**Run 1: routing congestion map**

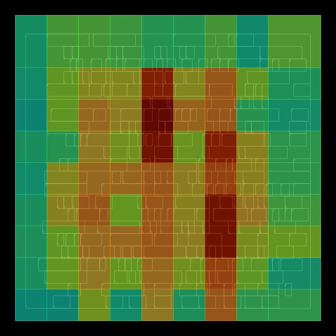
**Run 1: met1 routing**

Scale bar: 20 microns.
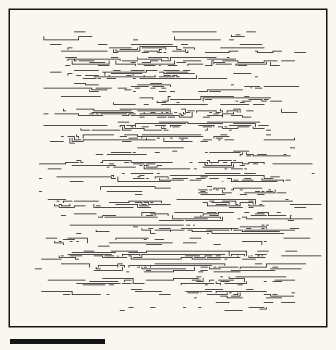
**Run 1: met3 routing**

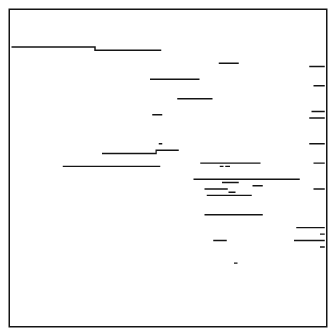
## src/rtl/alu_pkg.sv

```systemverilog
// Shared definitions for the sequential ALU: opcode encoding, FSM states and
// the default operand width.
//
// Contents:
//   DEFAULT_W : default operand width in bits
//   OP_WIDTH  : opcode width (fixed at 2)
//   op_e      : opcode encoding (SUB, MUL, ADD, CMP)
//   state_e   : control FSM states (IDLE, MUL, HOLD)
package alu_pkg;

    localparam int DEFAULT_W = 3;
    localparam int OP_WIDTH  = 2;

    typedef enum logic [OP_WIDTH-1:0] {
        OP_SUB = 2'b00,
        OP_MUL = 2'b01,
        OP_ADD = 2'b10,
        OP_CMP = 2'b11
    } op_e;

    typedef enum logic [1:0] {
        IDLE = 2'b00,
        MUL  = 2'b01,
        HOLD = 2'b10
    } state_e;

endpackage

```

## src/rtl/alu_shift_mul.sv

```systemverilog
// Iterative shift-add multiplier datapath for the sequential ALU.
// A start strobe latches the operands; W enabled steps later the product is
// presented combinationally together with a one-cycle done strobe, so the
// owner can register the result on the same edge as the final step.
//
// Ports:
//   clk     : clock, rising edge
//   rst_n   : asynchronous active-low reset, aborts any multiply in progress
//   en      : step enable; when low all state freezes
//   start   : load operands and begin a multiply
//   a, b    : unsigned operands (W bits)
//   busy    : multiply in progress
//   done    : final step happens on the coming edge
//   product : a * b, valid while done is high (2W bits)
module alu_shift_mul #(
    parameter int W = 3
) (
    input  logic           clk,
    input  logic           rst_n,
    input  logic           en,
    input  logic           start,
    input  logic [W-1:0]   a,
    input  logic [W-1:0]   b,
    output logic           busy,
    output logic           done,
    output logic [2*W-1:0] product
);

    localparam int CW = $clog2(W + 1);
    localparam logic [CW-1:0] LAST = CW'(W - 1);

    logic [2*W-1:0] a_sh;
    logic [W-1:0]   b_sh;
    logic [2*W-1:0] acc;
    logic [2*W-1:0] acc_next;
    logic [CW-1:0]  cnt;
    logic           running;

    // The accumulator value after the current step is also the product when
    // the step is the last one, which gives the owner zero extra latency.
    always_comb begin
        acc_next = acc + (b_sh[0] ? a_sh : '0);
        done     = en && running && (cnt == LAST);
        product  = acc_next;
        busy     = running;
    end

    always_ff @(posedge clk or negedge rst_n) begin
        if (!rst_n) begin
            a_sh    <= '0;
            b_sh    <= '0;
            acc     <= '0;
            cnt     <= '0;
            running <= 1'b0;
        end else if (en) begin
            if (start) begin
                a_sh    <= {{W{1'b0}}, a};
                b_sh    <= b;
                acc     <= '0;
                cnt     <= '0;
                running <= 1'b1;
            end else if (running) begin
                acc  <= acc_next;
                a_sh <= a_sh << 1;
                b_sh <= b_sh >> 1;
                cnt  <= cnt + CW'(1);
                if (cnt == LAST) begin
                    running <= 1'b0;
                end
            end
        end
    end

endmodule

```

## src/rtl/alu_seq_core.sv

```systemverilog
// Sequential ALU with valid/ready handshakes on both sides, carry and zero
// flags. ADD/SUB/CMP complete on the accept edge; MUL runs W steps in the
// shift-add sub-module. Results are held until the consumer takes them.
//
// Build option: define ALU_SAT_SUB_EN to make SUB saturate at zero instead of
// wrapping modulo 2^(2W). CMP is the same in both builds.
//
// Ports:
//   clk, rst_n    : clock (rising edge), asynchronous active-low reset
//   en            : block enable; low freezes all state and blocks accepts
//   op            : 00 SUB, 01 MUL, 10 ADD, 11 CMP
//   in_valid      : a, b and op are valid
//   in_ready      : block can accept an operation
//   a, b          : unsigned operands (W bits)
//   out_valid     : dout and flags hold a result
//   out_ready     : consumer accepts the result
//   dout          : result (2W bits)
//   carry         : ADD carry-out, SUB/CMP borrow, MUL upper half nonzero
//   zero          : dout == 0, or a == b for CMP
//   busy          : multiply in progress
module alu_seq_core
    import alu_pkg::*;
#(
    parameter int W   = DEFAULT_W,
    parameter int OPW = OP_WIDTH
) (
    input  logic           clk,
    input  logic           rst_n,
    input  logic           en,
    input  logic [OPW-1:0] op,
    input  logic           in_valid,
    output logic           in_ready,
    input  logic [W-1:0]   a,
    input  logic [W-1:0]   b,
    output logic           out_valid,
    input  logic           out_ready,
    output logic [2*W-1:0] dout,
    output logic           carry,
    output logic           zero,
    output logic           busy
);

    state_e         state, state_next;
    logic [2*W-1:0] dout_next;
    logic           carry_next, zero_next, valid_next;
    logic           accept, mul_start, mul_done;
    logic [2*W-1:0] a_ext, b_ext, sum, diff, mul_product;
    logic           a_lt_b;

    assign in_ready = en && (state == IDLE) && !out_valid;
    assign accept   = in_valid && in_ready;

    assign a_ext  = {{W{1'b0}}, a};
    assign b_ext  = {{W{1'b0}}, b};
    assign sum    = a_ext + b_ext;
    assign diff   = a_ext - b_ext;
    assign a_lt_b = (a < b);

    alu_shift_mul #(.W(W)) u_mul (
        .clk     (clk),
        .rst_n   (rst_n),
        .en      (en),
        .start   (mul_start),
        .a       (a),
        .b       (b),
        .busy    (busy),
        .done    (mul_done),
        .product (mul_product)
    );

    // Next-state and result logic. Everything holds by default, so an idle
    // or backpressured cycle changes nothing.
    always_comb begin
        state_next = state;
        dout_next  = dout;
        carry_next = carry;
        zero_next  = zero;
        valid_next = out_valid;
        mul_start  = 1'b0;
        case (state)
            IDLE: begin
                if (accept) begin
                    case (op_e'(op))
                        OP_ADD: begin
                            dout_next  = sum;
                            carry_next = sum[W];
                            zero_next  = (sum == '0);
                            valid_next = 1'b1;
                            state_next = HOLD;
                        end
                        OP_SUB: begin
`ifdef ALU_SAT_SUB_EN
                            if (a_lt_b) begin
                                dout_next  = '0;
                                carry_next = 1'b1;
                                zero_next  = 1'b1;
                            end else begin
                                dout_next  = diff;
                                carry_next = 1'b0;
                                zero_next  = (diff == '0);
                            end
`else
                            dout_next  = diff;
                            carry_next = a_lt_b;
                            zero_next  = (diff == '0);
`endif
                            valid_next = 1'b1;
                            state_next = HOLD;
                        end
                        OP_CMP: begin
                            dout_next  = '0;
                            carry_next = a_lt_b;
                            zero_next  = (a == b);
                            valid_next = 1'b1;
                            state_next = HOLD;
                        end
                        OP_MUL: begin
                            mul_start  = 1'b1;
                            state_next = MUL;
                        end
                        default: ;
                    endcase
                end
            end
            MUL: begin
                if (mul_done) begin
                    dout_next  = mul_product;
                    carry_next = |mul_product[2*W-1:W];
                    zero_next  = (mul_product == '0);
                    valid_next = 1'b1;
                    state_next = HOLD;
                end
            end
            HOLD: begin
                if (out_ready) begin
                    valid_next = 1'b0;
                    state_next = IDLE;
                end
            end
            default: begin
                state_next = IDLE;
            end
        endcase
    end

    // State and result registers; en low freezes the whole block.
    always_ff @(posedge clk or negedge rst_n) begin
        if (!rst_n) begin
            state     <= IDLE;
            dout      <= '0;
            carry     <= 1'b0;
            zero      <= 1'b0;
            out_valid <= 1'b0;
        end else if (en) begin
            state     <= state_next;
            dout      <= dout_next;
            carry     <= carry_next;
            zero      <= zero_next;
            out_valid <= valid_next;
        end
    end

endmodule

```

## config.mk

```make
export PLATFORM = sky130hd
export DESIGN_NAME = alu_seq_core
export DESIGN_NICKNAME = d
export VERILOG_FILES = /design/src/rtl/alu_pkg.sv /design/src/rtl/alu_shift_mul.sv /design/src/rtl/alu_seq_core.sv
export SDC_FILE = /design/constraint.sdc
export NUM_CORES = 1
export LEC_CHECK = 0
export CAP_MARGIN = 10
export CORE_MARGIN = 2
export CORE_UTILIZATION = 50
export CTS_CLUSTER_DIAMETER = 150
export DETAILED_ROUTE_END_ITERATION = 6
export PLACE_DENSITY = 0.73
export SETUP_SLACK_MARGIN = 0.02
export SYNTH_ARGS = -nofsm -noshare
export SYNTH_HDL_FRONTEND = slang
export SYNTH_SLANG_ARGS = --single-unit
```

## constraint.sdc

```tcl
create_clock -name clk -period 3.7 [get_ports clk]
set_clock_uncertainty 0.15 [all_clocks]
set_input_delay 0.37 -clock clk [delete_from_list [all_inputs] [get_ports clk]]
set_output_delay 0.37 -clock clk [all_outputs]
set_load 0.03 [all_outputs]
```

==> results_dict.tcl, run 1 <==
# flow metrics
set metrics [dict create \
    cts-buffers-inserted 5 \
    drive_gt1_share_pct 3.60 \
    synth_cell_type_count 43 \
    yosys_area_sq_um 1960 \
    rr_endpoint "zero" \
    common_cells "38 x nand2_1, 29 x dfrtp_1, 23 x a21oi_1" \
    crit_path_end_kind "register" \
    rsz0062_at_grt "false" \
    warnings 32 \
    hold_buffers 0 \
    die_h_microns 66.6 \
    initCoreUtil_pct 52.8 \
    numSynthFlops 29 \
    p_per_area_nw_per_um2 642 \
    syn_inst 227 \
    core_area_sq_um 3720 \
    cts_setup_buffers 0 \
    drt_iter0_drc 154 \
    fp_nets 260 \
    grt_pass1_vias 1587 \
    leakage_nw 1.05 \
    slew-limit-headroom_pct 50.5 \
    hold_viol 0 \
    topCellsByArea "dfrtp_1 37%, ha_1 10%, nand2_1 7.3%" \
    edf_count 0 \
    drc_errors 0 \
    fin_cells 298 \
    async_reset_ff_share_pct 100 \
    finalCriticalPeriod_ns 2.74 \
    syn_area_sq_um 1960 \
    fp.dieW_microns 66.6 \
    clkTransAtPathRegs_ns 0.06 \
    ys_cells 227 \
    comb_area_sq_um 1170 \
    post-place-cells 291 \
    overflow 0 \
    fin_nets 283 \
    rr_startpoint "state[0]" \
    grt_pass1_wl_microns 7490 \
    place.gp.congestion 0.951 \
    fin_hold_ws_ns 0.325 \
    maxCapViolations 0 \
    finalCritPeriodShare_pct 73.9 \
    ys_seq_share_pct 37.0 \
    ff_latch_area_sq_um 726 \
    ioPinCount 24 \
    clk_path_buf_depth 2 \
    root_buffer "clkbuf_8" \
    row_count 22 \
    crit_required_ns 3.76 \
    ant_nets 0 \
    htreeDepth 2 \
    crit_chain "clkdlybuf4s50_1 > inv_1 > ha_1 > fa_1 > fa_1 > nand3_1 > a21oi_1 > a311oi_1 > a2111o_1 > nand3_1" \
    setup_ws_ns 0.965 \
    cp.buffers_inverters 2 \
    status "finished clean" \
    cp.arrival_ns 2.79 \
    post_cts_resized 0 \
    flop_cell "dfrtp_1" \
    viasPerCell 5.58 \
    dieArea_sq_um 4440 \
    criticalPathCategory "in -> reg" \
    cts_tree "yes" \
    timing.critical_path.from "a[0]" \
    max_freq_mhz 366 \
    worst_slew_pin_slew_ns 0.741 \
    avgSynthCellArea_sq_um 8.64 \
    top_cell_area_share_pct 37.0 \
    reg2reg_slack_ns 1.21 \
    vdd_drop_max_mv 0.312 \
    pre_cts_ws_ns 0.694 \
    grt_max_degree 30 \
    area_delta_synth_final_pct 18.5 \
    min_path_type "in -> async" \
    worst_path_max_delay_cell "clkdlybuf4s50_1" \
    start_kind "primary input" \
    fillers 329 \
    diodes 0 \
    grt_usage_pct 22.7 \
    insertion_delay_ns 0.27 \
    rr_worst_depth 5 \
    dp_hpwl_microns 3190 \
    setup_viol 0 \
    yosysTopAreaCell "dfrtp_1" \
    post_dp_cell_area_sq_um 2240 \
    drv_slew 0 \
    yosysMostFrequentCell "nand2_1" \
    crit_path_max_incr_delay_ns 0.51 \
    design_area_sq_um 2320 \
    grt_antenna_before_repair 0 \
    first_pass_iters 4 \
    port_buffers 23 \
    critPathTopFamily "adder cells" \
    path_max_fanout 3 \
    finalSetupTns_ns 0 \
    cts.sinks 29 \
    ys_warn_count 0 \
]
About 'routing congestion map':
layer with the highest usage: met2
Core Util, Final: 62.6%
WL/cell: 14.4 microns

About 'met1 routing':
main direction = horizontal
longest straight run = 23.9 microns
share of all routed wire = 49%
grt met1 use: 30.4%
vias: 1663
Routed WL: 4300 microns

About 'met3 routing':
nets with wire on the layer = 25
main direction = horizontal
share of all routed wire = 4.5%
M3 GR Usage: 5.57%

-- run 1: cells by family (layout without fill, tap and decap cells) --
| family | Yosys count | in the layout | share of synthesized area [%] |
|---|---|---|---|
| simple gates | 87 | 87 | 21.3 |
| compound gates | 62 | 62 | 19.3 |
| flops | 29 | 29 | 37.0 |
| fa+ha+maj | 20 | 20 | 14.3 |
| buf+inv | 20 | 43 | 3.89 |
| xor+xnor | 5 | 5 | 2.23 |
| mux | 4 | 4 | 2.04 |
-- run 1: sequential cells by signal (all words and copies together) (netlist names) --
name / count
u_mul.busy: 1
u_mul.a_sh: 6
zero: 1
state: 2
dout: 6
u_mul.cnt: 2
u_mul.acc: 6
carry: 1
out_valid: 1
u_mul.b_sh: 3
-- run 1: through the flow --
step                utilization (%)  power (W)
global route                   62.6    0.00162
floorplan                         -    0.00101
finish                         62.6    0.00149
CTS                            62.6    0.00150
global placement               60.2    0.00122
detailed placement             60.2    0.00123
-- run 1: worst max path at each step --
stage            to  depth (start not counted)
4_1_cts        zero                         10
5_1_grt        zero                          9
2_1_floorplan  zero                          9
3_3_place_gp   zero                         10
6_report       zero                         10
3_5_place_dp   zero                         10
-- run 1: power breakdown --
part,total [W],internal [W],switching [W]
registers,0.000540,0.000441,0.0000989
clock network,0.000262,0.000147,0.000114
logic,0.000690,0.000290,0.000400
-- run 1: final cells by class --
class / count / area share (%)
clock buffer: 7 / 3.71
sequential: 29 / 31.2
multi-input combinational: 178 / 50.2
tap: 48 / 2.58
timing repair buffer: 25 / 10.5
inverter: 11 / 1.78
-- run 1: metal layers --
metal	vias to the layer above	wire length, microns	GRT usage (%)	part of all wire, %
met5	-	0	0	0
met3	10	192	5.57	4.5
met1	774	2100	30.4	49
met4	0	82	8.42	1.9
li1	836	-	-	-
met2	43	1920	35.5	45
-- run 1: layout by cell type, fill, tap and decap left out, drive strengths merged, types with 2 or more instances in the layout --
cell / instances
nand3: 5
and3: 2
nor4b: 2
o31ai: 3
o21ai: 17
buf: 2
nand2: 38
or3: 2
nand2b: 3
a21oi: 23
clkbuf: 7
dfrtp: 29
and2: 6
ha: 16
nor2b: 4
inv: 11
fa: 4
xnor2: 4
mux2i: 4
a211oi: 2
nor3: 4
clkdlybuf4s50: 23
a21o: 3
nor2: 14
o31a: 2
nor3b: 2
==> run 2: changes to the inputs <==
- PLACE_DENSITY: 0.73 -> 0.76
- clock period: 3.7 -> 2.4 ns (I/O delays scaled with it)
**Run 2: metal 2**

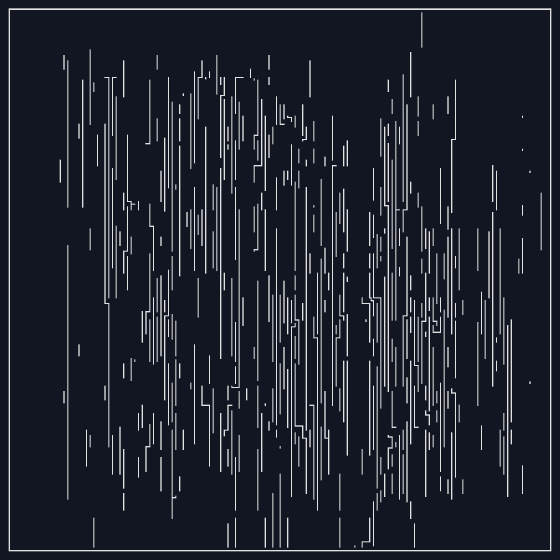
main direction = vertical
nets with wire on the layer = 251
wire length on this layer = 2120 microns

**Run 2: routing congestion map**

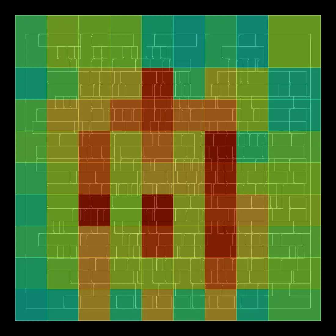
WL/cell: 14.6 microns
GR Util met2: 37.9%
M3 GR Usage: 5.74%
GRT Util Overall: 24.1%
Core Util, Final: 67.5%

==> results_dict.tcl, run 2 <==
# flow metrics
set metrics [dict create \
    die_h_microns 66.6 \
    initCoreUtil_pct 52.8 \
    hold_viol 0 \
    topCellsByArea "dfrtp_1 37%, ha_1 10%, nand2_1 7.3%" \
    fin_nets 306 \
    core_area_sq_um 3720 \
    worst_path_max_delay_cell "fa_1" \
    syn_area_sq_um 1960 \
    diodes 0 \
    overflow 0 \
    fillers 321 \
    ioPinCount 24 \
    insertion_delay_ns 0.29 \
    ys_warn_count 0 \
    via_count 1767 \
    vdd_drop_max_mv 0.549 \
    cts_tree "yes" \
    rr_startpoint "u_mul.b_sh[0]" \
    finalCriticalPeriod_ns 2.33 \
    cts-buffers-inserted 5 \
    fa_ha_area_share_pct 14.3 \
    min_path_type "in -> async" \
    viasPerCell 5.50 \
    numSynthFlops 29 \
    path_max_fanout 2 \
    p_per_area_nw_per_um2 972 \
    status "finished clean" \
    swShare_pct 40.8 \
    setup_viol 0 \
    most-common-layout-cells "38 x nand2_1, 29 x dfrtp_1, 25 x buf_4, 21 x a21oi_1, 21 x clkdlybuf4s50_1" \
    clock_power_share_pct 17.1 \
    pre_cts_ws_ns -0.435 \
    drv_slew 0 \
    avgSynthCellArea_sq_um 8.64 \
    drt_iter0_drc 129 \
    clkTransAtPathRegs_ns 0.07 \
    yosysTopAreaCell "dfrtp_1" \
    cp.arrival_ns 2.40 \
    setup_ws_ns 0.0676 \
    grt_pass1_vias 1735 \
    warnings 33 \
    port_buffers 23 \
    crit_required_ns 2.47 \
    layout_top_cell "nand2_1" \
    drive_gt1_share_pct 13.6 \
    synth_cell_type_count 43 \
    cts.sinks 29 \
    fp.dieW_microns 66.6 \
    crit_chain "clkdlybuf4s50_1 > inv_1 > fa_2 > fa_1 > nand3_1 > a21oi_1 > a311oi_1 > a2111o_1 > nand3_1" \
    fin_cells 321 \
    worst_slew_pin_slew_ns 0.534 \
    crit_top_cell "nand3_1" \
    routed_wl_microns 4690 \
    cp.buffers_inverters 2 \
    flop_cell "dfrtp_1" \
    max_freq_mhz 429 \
    rr_worst_depth 6 \
    row_count 22 \
    pwr-share-comb_pct 49.6 \
    ys_seq_share_pct 37.0 \
    yosys_area_sq_um 1960 \
    comb_area_sq_um 1180 \
    grt_antenna_before_repair 0 \
    dp_hpwl_microns 3580 \
    p_switching_w 0.000996 \
    ff_latch_area_sq_um 726 \
    seqPwrFrac_pct 33.3 \
    ant_nets 0 \
    htreeDepth 2 \
    simple_gate_share_pct 21.3 \
    drc_errors 0 \
    rsz0062_at_grt "true" \
    place.gp.congestion 0.948 \
    top_cell_area_share_pct 37.0 \
    yosysMostFrequentCell "nand2_1" \
    async_reset_ff_share_pct 100 \
    fp_nets 260 \
    top_regs "dout: 6 flops, u_mul.a_sh: 6 flops, u_mul.acc: 6 flops" \
    muxShareOfSynthArea_pct 2.04 \
    slew-limit-headroom_pct 64.1 \
    grt_max_degree 30 \
    ys_sh_aoi_pct 19.3 \
    crit_path_end_kind "register" \
    first_pass_iters 4 \
    leakage_nw 1.16 \
    critPathTopFamily "adder cells" \
    root_buffer "clkbuf_8" \
    topCombFamilyByArea "simple AND/OR/NAND/NOR gates" \
    hold_buffers 0 \
    edf_count 0 \
    area_delta_synth_final_pct 27.9 \
    intPower_w 0.00144 \
    common_cells "38 x nand2_1, 29 x dfrtp_1, 23 x a21oi_1" \
    start_kind "primary input" \
    syn_inst 227 \
    finalCritPeriodShare_pct 97.2 \
    post-place-cells 313 \
    dieArea_sq_um 4440 \
    clk_path_buf_depth 2 \
    crit_path_max_incr_delay_ns 0.53 \
    rr_endpoint "zero" \
    synthXorXnorAreaFrac_pct 2.23 \
    grt_pass1_wl_microns 7920 \
    ys_cells 227 \
    criticalPathCategory "in -> reg" \
    maxCapViolations 0 \
    reg2reg_slack_ns 0.09 \
]
**Run 2: met3 routing**

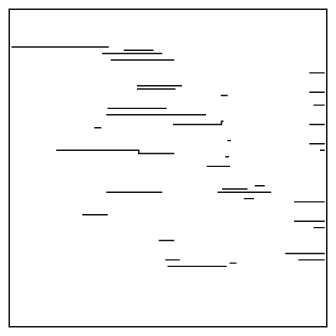
longest straight run = 20.7 microns
share of all routed wire = 5.2%
wire length on this layer = 243 microns
nets with wire on the layer = 28
main direction = horizontal

==> run 2: what timing repair did <==
action | 4_1_cts | 5_1_grt
endpoints found under the setup margin | 2 | 2
gates resized | 4 | 4
hold endpoints to repair | 0 | 0
pin swaps | 3 | 0
setup buffers | 1 | 0
==> run 2: final cells by class <==
class                   count  area share (%)
multi-input cells         178            47.1
repair buffers             48            16.6
clock buffers               7            3.44
flip-flops and latches     29            28.9
well taps                  48            2.39
inverters                  11            1.65
==> run 2: through the flow <==
stage	TNS, ns	total power (W)	instance area, sq um	utilization, %	hold WS [ns]
floorplan	0	0.00155	1960	-	-0.206
global placement	-0.678	0.00198	2400	64.7	0.314
detailed placement	-0.746	0.00201	2400	64.7	0.321
CTS	0	0.00243	2500	67.3	0.200
finish	0	0.00244	2510	67.5	0.176
global route	-0.00510	0.00263	2510	67.5	0.237
==> run 2: power by group through the flow <==
stage	clock, W	sequential, W	combinational, W
after floorplan	0	0.000936	0.000614
after global placement	0	0.000809	0.00117
after detailed placement	0	0.000821	0.00119
after CTS	0.000422	0.000812	0.00120
after global routing	0.000444	0.000842	0.00134
final	0.000418	0.000811	0.00121
==> run 2: logic make-up after synthesis <==
family	Yosys count
muxes	4
adders and majority gates	20
and+or+nand+nor	87
AOI/OAI and AO/OA	62
xor gates and xnor gates	5
DFF	29
buffers and inverters	20
==> run 2: layer usage <==
metal,vias up,wire length (microns),share of wire [%],track usage (%)
li1,883,-,-,-
met1,820,2190,47,31.7
met2,50,2120,45,37.9
met3,14,243,5.2,5.74
met4,0,133,2.8,9.95
met5,-,0,0,0
==> run 2: worst max path at each step <==
| stage | from | end | slack, ns | depth (start not counted) |
|---|---|---|---|---|
| 2_1_floorplan | u_mul.b_sh[0] | zero | 0.11 | 6 |
| 5_1_grt | u_mul.b_sh[0] | zero | -0.005 | 8 |
| 4_1_cts | u_mul.b_sh[0] | zero | 0.04 | 7 |
| 6_report | a[1] | zero | 0.07 | 9 |
| 3_3_place_gp | a[0] | zero | -0.39 | 10 |
| 3_5_place_dp | a[0] | zero | -0.44 | 10 |
==> run 3: changes to the inputs <==
- CORE_UTILIZATION: 50 -> 40
- PLACE_DENSITY: 0.76 -> unset
**Run 3: I/O nets highlighted**

Scale bar: 20 microns.
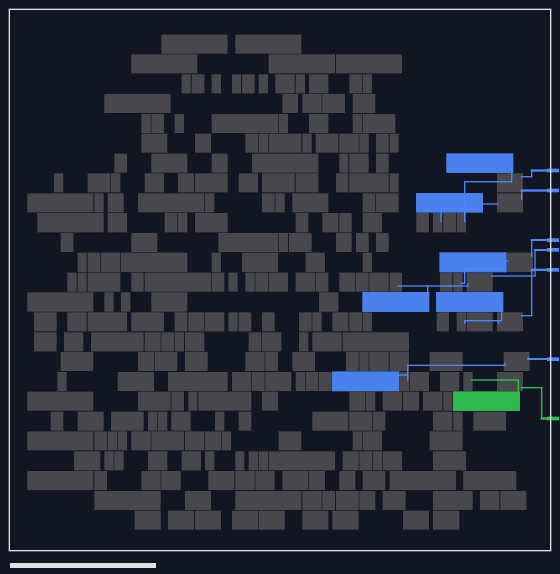
dout -> blue  # bits 6, direction output, end cells 6, wire 106 microns
carry -> green  # bits 1, direction output, end cells 1, wire 16.2 microns
Port Buffer Count: 23
# IOs: 24

**Run 3: routing congestion map**

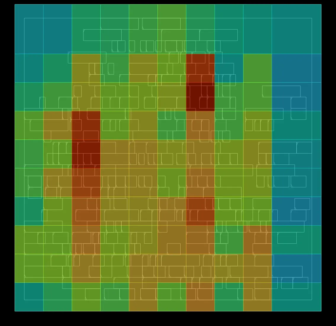
WL/cell: 14.1 microns
GRT Util Overall: 19.9%
M3 GR Usage: 2.85%
GR Util met2: 28.9%
layer with the highest usage: met1

==> results_dict.tcl, run 3 <==
# flow metrics
set metrics [dict create \
    rr_startpoint "u_mul.b_sh[0]" \
    grt_pass1_vias 1697 \
    drc_errors 0 \
    grt_pass1_wl_microns 8270 \
    top_cell_area_share_pct 37.0 \
    common_cells "38 x nand2_1, 29 x dfrtp_1, 23 x a21oi_1" \
    routed_wl_microns 4870 \
    avgSynthCellArea_sq_um 8.64 \
    core_area_sq_um 4720 \
    cts-buffers-inserted 5 \
    reg2reg_slack_ns 0.09 \
    fillers 437 \
    drv_slew 0 \
    diodes 0 \
    place.gp.congestion 0.857 \
    critPathTopFamily "simple AND/OR/NAND/NOR gates" \
    clk_path_buf_depth 2 \
    maxCapViolations 0 \
    rr_worst_depth 6 \
    yosysMostFrequentCell "nand2_1" \
    crit_path_max_incr_delay_ns 0.51 \
    warnings 32 \
    insertion_delay_ns 0.28 \
    ys_seq_share_pct 37.0 \
    yosysTopAreaCell "dfrtp_1" \
    crit_chain "and2_1 > ha_1 > fa_2 > or4_1 > or3_1 > nand3_1" \
    fin_nets 310 \
    layout_top_cell "nand2_1" \
    top_regs "dout: 6 flops, u_mul.a_sh: 6 flops, u_mul.acc: 6 flops" \
    cts_tree "yes" \
    fin_hold_ws_ns 0.206 \
    start_kind "register" \
    dieArea_sq_um 5480 \
    leakage_nw 1.18 \
    async_reset_ff_share_pct 100 \
    fp_nets 260 \
    cts.sinks 29 \
    yosys_area_sq_um 1960 \
    finalCritPeriodShare_pct 96.1 \
    row_count 25 \
    ff_latch_area_sq_um 726 \
    vdd_drop_max_mv 0.419 \
    syn_area_sq_um 1960 \
    most-common-layout-cells "38 x nand2_1, 29 x dfrtp_1, 28 x buf_4, 22 x a21oi_1, 21 x clkdlybuf4s50_1" \
    cp.arrival_ns 2.37 \
    setup_viol 0 \
    min_path_type "in -> async" \
    worst_slew_pin_slew_ns 0.534 \
    ys_warn_count 0 \
    endpoint "zero" \
    hold_viol 0 \
    p_per_area_nw_per_um2 957 \
    pre_cts_ws_ns -0.437 \
    cp.buffers_inverters 0 \
    numSynthFlops 29 \
    fp.dieW_microns 74.0 \
    flop_cell "dfrtp_1" \
    die_h_microns 74.0 \
    max_freq_mhz 434 \
    area_delta_synth_final_pct 31.4 \
    grt_max_degree 30 \
    topCellsByArea "dfrtp_1 37%, ha_1 10%, nand2_1 7.3%" \
    slew-limit-headroom_pct 64.1 \
    dp_hpwl_microns 3670 \
    grt_antenna_before_repair 0 \
    path_max_fanout 3 \
    overflow 0 \
    drive_gt1_share_pct 14.8 \
    ys_cells 227 \
    finalCriticalPeriod_ns 2.31 \
    edf_count 0 \
    via_count 1741 \
    status "finished clean" \
    timing.critical_path.from "u_mul.b_sh[0]" \
    crit_required_ns 2.47 \
    synth_cell_type_count 43 \
    rr_endpoint "zero" \
    crit_path_end_kind "register" \
    ant_nets 0 \
    first_pass_iters 4 \
    initCoreUtil_pct 41.5 \
    htreeDepth 2 \
    syn_inst 227 \
    viasPerCell 5.06 \
]
**Run 3: met3 routing**

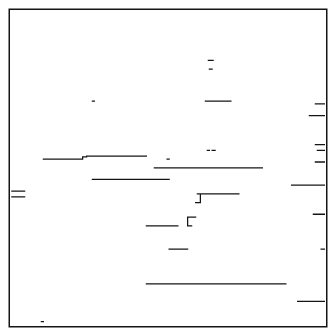
longest straight run = 32.7 microns
main direction = horizontal
wire length on this layer = 174 microns

==> run 3: cell count changes in the layout (fill, tap and decap cells not counted), sizes merged <==
cell and delta:
buf +4
==> run 3: timing repair <==
item                                    CTS  global route
pin swaps                                 4             1
endpoints found under the setup margin    2             5
hold buffers                              0             0
resized                                   5             3
setup buffers                             1             0
endpoints found under the hold margin     0             0
==> run 3: cell type report <==
type                    count  area share, %
clock buffers               7           3.35
inverters                  11           1.60
multi-input cells         178           45.9
flip-flops and latches     29           28.1
well taps                  67           3.25
repair buffers             52           17.8
==> run 3: routing by layer <==
metal  up-vias  track usage (%)  wire (microns)
met1       804             29.4            2490
met5         -                0               0
li1        889                -               -
met2        37             28.9            2090
met4         0             8.69             117
met3        11             2.85             173
==> run 3: worst min-delay path by stage <==
stage	endpoint	start	slack, ns
after floorplan	carry	rst_n	-0.21
after global placement	dout[3]	dout[3]	0.31
after detailed placement	carry	carry	0.32
after CTS	out_valid	rst_n	0.22
after global routing	out_valid	rst_n	0.26
final	out_valid	rst_n	0.21
==> run 3: worst register-to-register path: cells and delay by family, from the launching register on <==
kind          cells  cell delay, ns
simple gates      4            1.07
flops             1            0.40
fa+ha+maj         2            0.63
==> run 3: kinds of logic after synthesis <==
group / Yosys count / synth area share [%]
AND-OR/OR-AND: 62 / 19.3
XOR/XNOR: 5 / 2.23
adder cells (fa/ha/maj): 20 / 14.3
buffers and inverters: 20 / 3.89
flip-flops: 29 / 37.0
multiplexers: 4 / 2.04
AND/OR/NAND/NOR: 87 / 21.3
==> run 3: power breakdown <==
group	switching, W	leakage (nW)	internal (W)
clock network	0.000180	0.0443	0.000227
logic	0.000693	0.758	0.000563
registers	0.000123	0.380	0.000680
total	0.000996	1.18	0.00147
==> run 3: stage by stage <==
stage	total power (W)	instances	setup TNS, ns	area (sq um)
floorplan	0.00155	227	0	1960
global placement	0.00203	336	-0.680	2470
detailed placement	0.00205	336	-0.741	2470
CTS	0.00247	344	0	2570
global route	0.00266	344	-0.00174	2580
finish	0.00247	344	0	2580
Power figures rest on the tool's default switching activity, not on a simulated workload.
